--- src/rtl/stream_rr_arb_if.sv ---
// Stream bundle for stream_rr_arb: NUM_REQ requester streams in, one merged stream out.
// Packet signals s_last/m_last exist only when STREAM_ARB_PKT_EN is defined.
interface stream_rr_arb_if #(
  parameter int DATA_BW = 8,
  parameter int NUM_REQ = 4
);
  localparam int SEL_BW = $clog2(NUM_REQ);

  // Valid/ready: a beat transfers on a rising edge where valid and ready are both 1.
  // A source holds valid and payload stable until that edge; ready may change freely.
  logic [NUM_REQ-1:0]         s_valid;
  logic [NUM_REQ-1:0]         s_ready;
  logic [NUM_REQ*DATA_BW-1:0] s_data;
  logic                       m_valid;
  logic                       m_ready;
  logic [DATA_BW-1:0]         m_data;
  logic [SEL_BW-1:0]          m_sel;
`ifdef STREAM_ARB_PKT_EN
  logic [NUM_REQ-1:0]         s_last;
  logic                       m_last;

  modport master (output s_valid, s_data, s_last, m_ready,
                  input  s_ready, m_valid, m_data, m_sel, m_last);
  modport slave  (input  s_valid, s_data, s_last, m_ready,
                  output s_ready, m_valid, m_data, m_sel, m_last);
`else
  modport master (output s_valid, s_data, m_ready,
                  input  s_ready, m_valid, m_data, m_sel);
  modport slave  (input  s_valid, s_data, m_ready,
                  output s_ready, m_valid, m_data, m_sel);
`endif
endinterface

--- src/rtl/stream_rr_arb.sv ---
// N-to-1 round-robin valid/ready stream arbiter with one registered output stage.
// Define STREAM_ARB_PKT_EN for packet mode (grant locked to one source until s_last).
module stream_rr_arb #(
  parameter int DATA_BW = 8,
  parameter int NUM_REQ = 4
) (
  input  logic            clk,
  input  logic            rst,
  stream_rr_arb_if.slave  bus
);
  localparam int SEL_BW = $clog2(NUM_REQ);

  logic               r_m_valid;
  logic [DATA_BW-1:0] r_m_data;
  logic [SEL_BW-1:0]  r_m_sel;
  logic [SEL_BW-1:0]  r_ptr;

  logic [NUM_REQ-1:0] w_elig;
  logic               w_found;
  logic [SEL_BW-1:0]  w_grant;
  logic               w_can_load;
  logic               w_accept;
  logic [NUM_REQ-1:0] w_ready;
  logic [SEL_BW-1:0]  w_next_ptr;
  logic [DATA_BW-1:0] w_grant_data;

`ifdef STREAM_ARB_PKT_EN
  logic               r_lock;
  logic [SEL_BW-1:0]  r_lk_idx;
  logic               r_m_last;
  logic [NUM_REQ-1:0] w_lk_mask;
  logic               w_grant_last;

  always_comb begin
    w_lk_mask = '0;
    w_lk_mask[r_lk_idx] = 1'b1;
    w_elig = r_lock ? (bus.s_valid & w_lk_mask) : bus.s_valid;
  end

  assign w_grant_last = bus.s_last[w_grant];
  assign bus.m_last   = r_m_last;
`else
  assign w_elig = bus.s_valid;
`endif

  // Scan ptr, ptr+1, ..., wrapping at NUM_REQ so non-power-of-2 counts stay in range.
  always_comb begin : grant_search
    int idx;
    idx     = 0;
    w_found = 1'b0;
    w_grant = '0;
    for (int k = 0; k < NUM_REQ; k++) begin
      idx = int'(r_ptr) + k;
      if (idx >= NUM_REQ) idx = idx - NUM_REQ;
      if (!w_found && w_elig[idx]) begin
        w_found = 1'b1;
        w_grant = SEL_BW'(idx);
      end
    end
  end

  assign w_can_load   = !r_m_valid || bus.m_ready;
  assign w_accept     = w_can_load && w_found && !rst;
  assign w_next_ptr   = (w_grant == SEL_BW'(NUM_REQ - 1)) ? '0 : w_grant + 1'b1;
  assign w_grant_data = bus.s_data[int'(w_grant)*DATA_BW +: DATA_BW];

  always_comb begin
    w_ready = '0;
    if (w_accept) w_ready[w_grant] = 1'b1;
  end

  assign bus.s_ready = w_ready;
  assign bus.m_valid = r_m_valid;
  assign bus.m_data  = r_m_data;
  assign bus.m_sel   = r_m_sel;

  always_ff @(posedge clk or posedge rst) begin
    if (rst) begin
      r_m_valid <= 1'b0;
      r_m_data  <= '0;
      r_m_sel   <= '0;
      r_ptr     <= '0;
`ifdef STREAM_ARB_PKT_EN
      r_lock    <= 1'b0;
      r_lk_idx  <= '0;
      r_m_last  <= 1'b0;
`endif
    end else if (w_accept) begin
      r_m_valid <= 1'b1;
      r_m_data  <= w_grant_data;
      r_m_sel   <= w_grant;
`ifdef STREAM_ARB_PKT_EN
      r_m_last  <= w_grant_last;
      r_lock    <= !w_grant_last;
      r_lk_idx  <= w_grant;
      // Fairness advances per packet, not per beat.
      if (w_grant_last) r_ptr <= w_next_ptr;
`else
      r_ptr     <= w_next_ptr;
`endif
    end else if (bus.m_ready) begin
      r_m_valid <= 1'b0;
    end
  end
endmodule

--- src/flat_wrapper.sv ---
// flat-port wrapper written by rule: the top's interface ports become plain ports
module stream_rr_arb_flat 
#(
  parameter int DATA_BW = 8,
  parameter int NUM_REQ = 4
)
  (clk, rst, bus_s_valid, bus_s_data, bus_m_ready, bus_s_ready, bus_m_valid, bus_m_data, bus_m_sel);
  stream_rr_arb_if #(.DATA_BW(DATA_BW), .NUM_REQ(NUM_REQ)) bus_i ();
  input  logic clk;
  input  logic rst;
  input wire logic [$bits(bus_i.s_valid)-1:0] bus_s_valid;
  input wire logic [$bits(bus_i.s_data)-1:0] bus_s_data;
  input wire logic [$bits(bus_i.m_ready)-1:0] bus_m_ready;
  output wire logic [$bits(bus_i.s_ready)-1:0] bus_s_ready;
  output wire logic [$bits(bus_i.m_valid)-1:0] bus_m_valid;
  output wire logic [$bits(bus_i.m_data)-1:0] bus_m_data;
  output wire logic [$bits(bus_i.m_sel)-1:0] bus_m_sel;
  assign bus_i.s_valid = bus_s_valid;
  assign bus_i.s_data = bus_s_data;
  assign bus_i.m_ready = bus_m_ready;
  assign bus_s_ready = bus_i.s_ready;
  assign bus_m_valid = bus_i.m_valid;
  assign bus_m_data = bus_i.m_data;
  assign bus_m_sel = bus_i.m_sel;
  stream_rr_arb #(.DATA_BW(DATA_BW), .NUM_REQ(NUM_REQ)) u_core (.clk(clk), .rst(rst), .bus(bus_i));
endmodule
--- config.mk ---
export PLATFORM = sky130hd
export DESIGN_NAME = stream_rr_arb_flat
export DESIGN_NICKNAME = d
export VERILOG_FILES = /design/src/rtl/stream_rr_arb_if.sv /design/src/rtl/stream_rr_arb.sv /design/src/flat_wrapper.sv
export SDC_FILE = /design/constraint.sdc
export NUM_CORES = 1
export LEC_CHECK = 0
export ABC_AREA = 1
export ABC_CLOCK_PERIOD_IN_PS = 4200
export CORE_ASPECT_RATIO = 0.5
export CORE_MARGIN = 3
export CORE_UTILIZATION = 45
export DETAILED_ROUTE_END_ITERATION = 10
export PLACE_DENSITY = 0.88
export SYNTH_ARGS = -nofsm -noshare
export SYNTH_HDL_FRONTEND = slang
export SYNTH_SLANG_ARGS = --single-unit
--- constraint.sdc ---
create_clock -name clk -period 4.2 [get_ports clk]
set_input_delay 0.42 -clock clk [delete_from_list [all_inputs] [get_ports clk]]
set_output_delay 0.42 -clock clk [all_outputs]
set_load 0.01 [all_outputs]
==> flow_metrics.py <==
# Auto-generated metrics
metrics = {
    "run_status": {
        "status": "finished clean",
    },
    "sta": {
        "fin_crit_ns": 3.33,
        "finalSetupViolCount": 0,
        "tightest_slew_ns": 0.578,
    },
    "power_and_ir_drop": {
        "p_per_area_nw_per_um2": 800,
        "pwr-share-comb": 0.753,
        "p_int_uw": 651,
        "p_switching_uw": 764,
    },
    "critical_path": {
        "path_class": "flip-flop to output port",
        "crit_fanout": 18,
        "path_depth": 13,
        "r2r_cells": 12,
        "critPathMaxStageDelay_ns": 0.62,
        "crit_family": "simple AND/OR/NAND/NOR gates",
    },
    "synth": {
        "yosys_warnings": 0,
        "yosys-top-cells-count": "80 x nand2_1, 23 x nand3_1, 16 x nand4_1",
        "largest_area_cell": "dfrtp_1",
        "ys.flops": 13,
    },
    "finish": {
        "insertedDiodeCount": 0,
        "logic_gate_count": 147,
        "logic_area_um2": 758,
        "buffer_area_frac": 0.300,
        "final-clk-cell-share": 0.0255,
        "lay_top_cells": "80 x nand2_1, 53 x clkdlybuf4s50_1, 23 x nand3_1, 16 x nand4_1, 13 x dfrtp_1",
    },
    "clock_tree": {
        "cts_buffers": 3,
        "cts_buffer_depth": 2,
        "cts_sinks": 13,
        "cts_resized": 0,
    },
    "detailed_routing": {
        "vias": 1365,
        "wl_per_cell_um": 12.4,
        "drc": 0,
        "dr.pass1.iters": 5,
    },
    "grt": {
        "antenna_found_initial": 0,
        "met1_usage": 0.270,
        "grt_use_met3": 0.0424,
    },
    "min_path": {
        "hold_depth": 2,
    },
}
[through the flow]
step / setup WS, ns / area, um2 / hold WS, ns / utilization
floorplan: 2.08 / 1210 / 0.328 / -
global placement: 0.976 / 1720 / 0.466 / 0.722
detailed placement: 0.897 / 1720 / 0.484 / 0.722
CTS: 0.882 / 1770 / 0.494 / 0.741
global route: 0.657 / 1770 / 0.524 / 0.741
finish: 0.874 / 1770 / 0.492 / 0.741
[power by group through the flow]
| stage | combinational (uW) | sequential, uW | clock (uW) |
|---|---|---|---|
| global placement | 1020 | 238 | 0 |
| global route | 1190 | 244 | 120 |
| floorplan | 796 | 241 | 0 |
| CTS | 1060 | 238 | 113 |
| finish | 1060 | 238 | 111 |
| detailed placement | 1050 | 239 | 0 |
Figure 1. Routed clock nets over the placement.
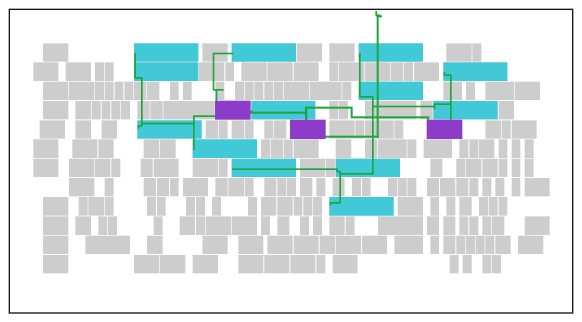
[clock drivers] purple | count: 3
[clock wires] green | length: 181 um
[flip-flops] cyan | count: 13
routed clock nets: 4
worst-skew pair later-pin latency: 0.24 ns
Clk network pwr share: 0.079
Clock Skew: 0.00448 ns
clk pwr: 111 uW

Figure 2. Nets reached from selected ports.
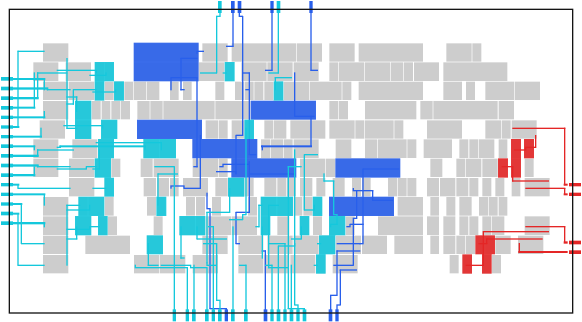
| port | color | bits | direction | edge | end cells | buffers | wire |
|---|---|---|---|---|---|---|---|
| bus_s_valid | red | 4 | input | right | 8 | 4 | 77.6 um |
| bus_m_data | blue | 8 | output | 4 bottom, 4 top | 8 | 8 | 242 um |
| bus_s_data | cyan | 32 | input | 16 left, 14 bottom, 2 top | 32 | 32 | 530 um |
port bufs: 53
I/O pins: 54

No activity file was given, so power comes from the tool's default toggle rates.
